## src/rtl/dr_stream_sink_if.sv

```systemverilog
// Data-ready stream sink bus: producer word/strobe in, valid/ready consumer side out.
interface dr_stream_sink_if #(
    parameter int unsigned DATA_W = 8
) ();
    logic [DATA_W-1:0] in_data;
    logic              in_dr;
    logic [DATA_W-1:0] out_data;
    logic              out_valid;
    logic              out_ready;

    modport master (
        output in_data,
        output in_dr,
        output out_ready,
        input  out_data,
        input  out_valid
    );

    modport slave (
        input  in_data,
        input  in_dr,
        input  out_ready,
        output out_data,
        output out_valid
    );
endinterface

```

## src/rtl/dr_stream_sink.sv

```systemverilog
// Captures dr-strobed words into a small FIFO, re-presents them on valid/ready,
// and checks that the strobed words count up by one, tallying errors and drops.
module dr_stream_sink #(
    parameter int unsigned DATA_W = 8,
    parameter int unsigned DEPTH  = 4,
    parameter int unsigned ADDR_W = 2,
    parameter int unsigned CNT_W  = 8
) (
    input  logic              clk,
    input  logic              rst,
    dr_stream_sink_if.slave   bus,
    output logic [ADDR_W:0]   level,
    output logic              overflow,
    output logic [CNT_W-1:0]  drop_cnt,
    output logic [CNT_W-1:0]  seq_err_cnt
);

    localparam int unsigned      LVL_W    = ADDR_W + 1;
    localparam logic [LVL_W-1:0] FULL_LVL = LVL_W'(DEPTH);
    localparam logic [CNT_W-1:0] CNT_MAX  = '1;

    typedef enum logic {
        S_NOREF = 1'b0,
        S_TRACK = 1'b1
    } chk_state_e;

    logic [DATA_W-1:0] mem_q [DEPTH];
    logic [DATA_W-1:0] mem_wdata_d;
    logic              mem_we_d;

    logic [ADDR_W-1:0] wr_ptr_q, wr_ptr_d;
    logic [ADDR_W-1:0] rd_ptr_q, rd_ptr_d;
    logic [LVL_W-1:0]  level_q, level_d;
    logic              overflow_q, overflow_d;
    logic [CNT_W-1:0]  drop_cnt_q, drop_cnt_d;
    logic [CNT_W-1:0]  seq_err_cnt_q, seq_err_cnt_d;
    chk_state_e        state_q, state_d;
    logic [DATA_W-1:0] ref_word_q, ref_word_d;

    logic valid_c;
    logic full_c;
    logic pop_c;
    logic push_c;
    logic drop_c;

    // Handshake decode; a full FIFO still accepts a word when the head leaves this cycle
    always_comb begin
        valid_c = (level_q != '0);
        full_c  = (level_q == FULL_LVL);
        pop_c   = valid_c && bus.out_ready;
        push_c  = bus.in_dr && (!full_c || pop_c);
        drop_c  = bus.in_dr && !push_c;
    end

    // FIFO pointers, level, overflow and drop accounting
    always_comb begin
        wr_ptr_d    = wr_ptr_q;
        rd_ptr_d    = rd_ptr_q;
        level_d     = level_q;
        overflow_d  = overflow_q;
        drop_cnt_d  = drop_cnt_q;
        mem_we_d    = push_c;
        mem_wdata_d = bus.in_data;

        if (push_c) begin
            wr_ptr_d = wr_ptr_q + ADDR_W'(1);
        end
        if (pop_c) begin
            rd_ptr_d = rd_ptr_q + ADDR_W'(1);
        end

        unique case ({push_c, pop_c})
            2'b10:   level_d = level_q + LVL_W'(1);
            2'b01:   level_d = level_q - LVL_W'(1);
            default: level_d = level_q;
        endcase

        if (drop_c) begin
            overflow_d = 1'b1;
            if (drop_cnt_q != CNT_MAX) begin
                drop_cnt_d = drop_cnt_q + CNT_W'(1);
            end
        end
    end

    // Sequence checker: resynchronises on every received word, dropped or not
    always_comb begin
        state_d       = state_q;
        ref_word_d    = ref_word_q;
        seq_err_cnt_d = seq_err_cnt_q;

        if (bus.in_dr) begin
            unique case (state_q)
                S_NOREF: begin
                    ref_word_d = bus.in_data;
                    state_d    = S_TRACK;
                end
                S_TRACK: begin
                    if ((bus.in_data != (ref_word_q + DATA_W'(1))) &&
                        (seq_err_cnt_q != CNT_MAX)) begin
                        seq_err_cnt_d = seq_err_cnt_q + CNT_W'(1);
                    end
                    ref_word_d = bus.in_data;
                end
                default: begin
                    state_d = S_NOREF;
                end
            endcase
        end
    end

    always_ff @(posedge clk or negedge rst) begin
        if (!rst) begin
            wr_ptr_q      <= '0;
            rd_ptr_q      <= '0;
            level_q       <= '0;
            overflow_q    <= 1'b0;
            drop_cnt_q    <= '0;
            seq_err_cnt_q <= '0;
            state_q       <= S_NOREF;
            ref_word_q    <= '0;
        end else begin
            wr_ptr_q      <= wr_ptr_d;
            rd_ptr_q      <= rd_ptr_d;
            level_q       <= level_d;
            overflow_q    <= overflow_d;
            drop_cnt_q    <= drop_cnt_d;
            seq_err_cnt_q <= seq_err_cnt_d;
            state_q       <= state_d;
            ref_word_q    <= ref_word_d;
        end
    end

    // Storage needs no reset: the head is masked to zero while empty
    always_ff @(posedge clk) begin
        if (mem_we_d) begin
            mem_q[wr_ptr_q] <= mem_wdata_d;
        end
    end

    assign bus.out_valid = valid_c;
    assign bus.out_data  = valid_c ? mem_q[rd_ptr_q] : '0;
    assign level         = level_q;
    assign overflow      = overflow_q;
    assign drop_cnt      = drop_cnt_q;
    assign seq_err_cnt   = seq_err_cnt_q;

endmodule

```

## src/flat_wrapper.sv

```systemverilog
// flat-port wrapper written by rule: the top's interface ports become plain ports
module dr_stream_sink_flat 
#(
    parameter int unsigned DATA_W = 8,
    parameter int unsigned DEPTH  = 4,
    parameter int unsigned ADDR_W = 2,
    parameter int unsigned CNT_W  = 8
)
  (clk, rst, level, overflow, drop_cnt, seq_err_cnt, bus_in_data, bus_in_dr, bus_out_ready, bus_out_data, bus_out_valid);
  dr_stream_sink_if #(.DATA_W(DATA_W)) bus_i ();
  input  logic clk;
  input  logic rst;
  output logic [ADDR_W:0] level;
  output logic overflow;
  output logic [CNT_W-1:0] drop_cnt;
  output logic [CNT_W-1:0] seq_err_cnt;
  input wire logic [$bits(bus_i.in_data)-1:0] bus_in_data;
  input wire logic [$bits(bus_i.in_dr)-1:0] bus_in_dr;
  input wire logic [$bits(bus_i.out_ready)-1:0] bus_out_ready;
  output wire logic [$bits(bus_i.out_data)-1:0] bus_out_data;
  output wire logic [$bits(bus_i.out_valid)-1:0] bus_out_valid;
  assign bus_i.in_data = bus_in_data;
  assign bus_i.in_dr = bus_in_dr;
  assign bus_i.out_ready = bus_out_ready;
  assign bus_out_data = bus_i.out_data;
  assign bus_out_valid = bus_i.out_valid;
  dr_stream_sink #(.DATA_W(DATA_W), .DEPTH(DEPTH), .ADDR_W(ADDR_W), .CNT_W(CNT_W)) u_core (.clk(clk), .rst(rst), .bus(bus_i), .level(level), .overflow(overflow), .drop_cnt(drop_cnt), .seq_err_cnt(seq_err_cnt));
endmodule
```

## config.mk

```make
export PLATFORM = sky130hd
export DESIGN_NAME = dr_stream_sink_flat
export DESIGN_NICKNAME = d
export VERILOG_FILES = /design/src/rtl/dr_stream_sink_if.sv /design/src/rtl/dr_stream_sink.sv /design/src/flat_wrapper.sv
export SDC_FILE = /design/constraint.sdc
export NUM_CORES = 1
export LEC_CHECK = 0
export ABC_CLOCK_PERIOD_IN_PS = 2250
export CAP_MARGIN = 40
export CORE_ASPECT_RATIO = 1.4
export CORE_MARGIN = 2
export CORE_UTILIZATION = 40
export DETAILED_ROUTE_END_ITERATION = 6
export MAX_ROUTING_LAYER = met4
export PLACE_DENSITY = 0.61
export SETUP_SLACK_MARGIN = 0.5
export SLEW_MARGIN = 5
export SYNTH_ARGS = -nofsm -noshare
export SYNTH_HDL_FRONTEND = slang
export SYNTH_SLANG_ARGS = --single-unit
```

## constraint.sdc

```tcl
create_clock -name clk -period 2.25 [get_ports clk]
set_input_delay 0.225 -clock clk [delete_from_list [all_inputs] [get_ports clk]]
set_output_delay 0.225 -clock clk [all_outputs]
set_load 0.02 [all_outputs]
```

port_nets.png
Drawn at 4 px/µm.
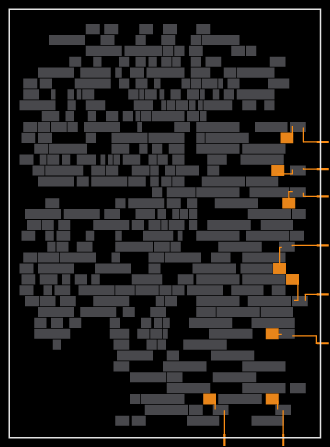
- bus_out_data: orange (bits 8; direction output; end cells 8; buffers 8; wire 72.8 µm)

met2.png
Drawn at 4 px/µm. Cells faint in the background.
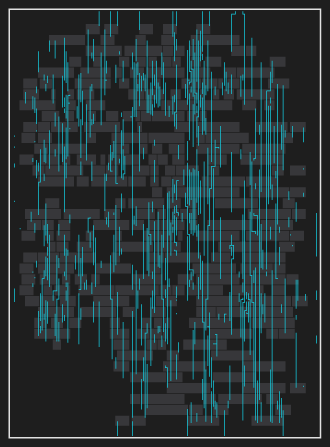
- longest straight run: 57.5 µm
- nets with wire on the layer: 269
- wire length on this layer: 3110 µm
routed vias: 1936
met2 Use GR: 25.53%
Routed WL: 6021 µm

clock_map.png
Drawn at 4 px/µm.
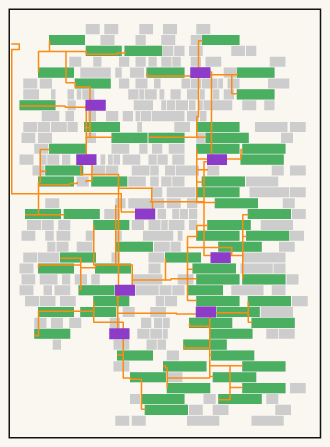
- flip-flops: green (count 65)
- cells driving clock nets: purple (count 9)
- clock wires: orange (length 795 µm)
- routed clock nets: 10
clock group share of total power: 19.4%
Clk power: 0.000994 W
clock skew: 0.008214 ns
Late-Pin Clk Latency: 0.34 ns

final_clocks.png
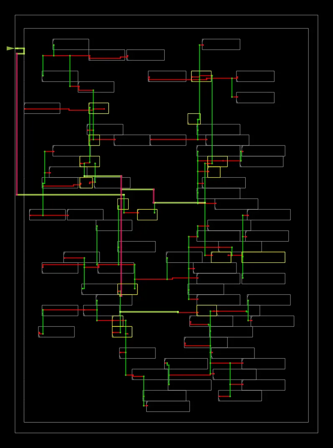
CLK BUF: 9
seq_cells: 65
Num Clock Sinks: 65

==> results_slide.txt <==
Key Metrics from the Run

Outcome
  – Status: finished, final reports clean

Global route
  – GRT Resource Usage Total: 15.67%
  – Congestion Overflow GR: 0
  – Largest net degree at the start of global routing: 34
  – Met1 usage: between 10% and 20%
  – Routing usage on met3: 4.209%
  – GR peak layer: met2
  – Initial antenna violation count: 0

Pwr
  – Worst vdd rail ir drop: 731.9 µV
  – Comb pwr: 0.00230 W
  – Seq pwr: 0.00182 W
  – Cell Pwr Density: 1229 nW/µm²
  – Switch Pwr: 0.001731 W
  – Top pwr grp: combinational logic

Finish
  – Non-Clock Buffer Area Fraction: 17.20%
  – Non-clock inverters: 5
  – # fillers: between 600 and 700
  – Max reg flops: 32
  – Most frequent logic cell in the layout: edfxtp_1
  – Register name with the most flops: u_core.mem_q
  – Mi-comb count: 138
  – Final Cell Area: about 4200 µm²
  – Combinational share of cell area: 31.39%
  – Register area: around 1800 µm²
  – Flop share of the area: between 40 and 50%
  – Clock-cell share: 4.871%
  – Share of layout cells above drive strength 1: between 30% and 40%
  – Cell Count, Final, Fillers Out: between 300 and 400

Routing
  – Post-DR vias/cell: 4.939
  – Routed Antenna Nets: 0

Critical path
  – Crit path DAT: 2.21 ns
  – Worst reg2reg path depth: 8
  – Crit Path Max Fanout: 8
  – CP delay by family, top: flip-flops
  – CP max stage cell: dfrtp_1
  – Crit path cell chain: ha_4, xor2_1, and4b_1, a41oi_2, nand2_1, a31oi_4, buf_12, mux2_4

Floorplanning
  – Die W: just under 80 µm

Clock network
  – Hold Buf Count CTS: 0
  – Setup bufs post-CTS: 6
  – Post_cts resized: 59

Synth
  – Post-Syn Area per Cell: 14.17 µm²
  – Post-synthesis cell count: 213
  – AO/OA Area Share: 4.685%

Placement
  – Dpl ws: approximately 0.020 ns

Flow run
  – # Max-Cap Violations: 0

Timing
  – Slew @ Worst Pin: 0.4292 ns
  – Fmax: between 500 and 600 MHz
  – Worst setup margin: 0.2742 ns
Power is estimated from default activity; no workload was simulated.
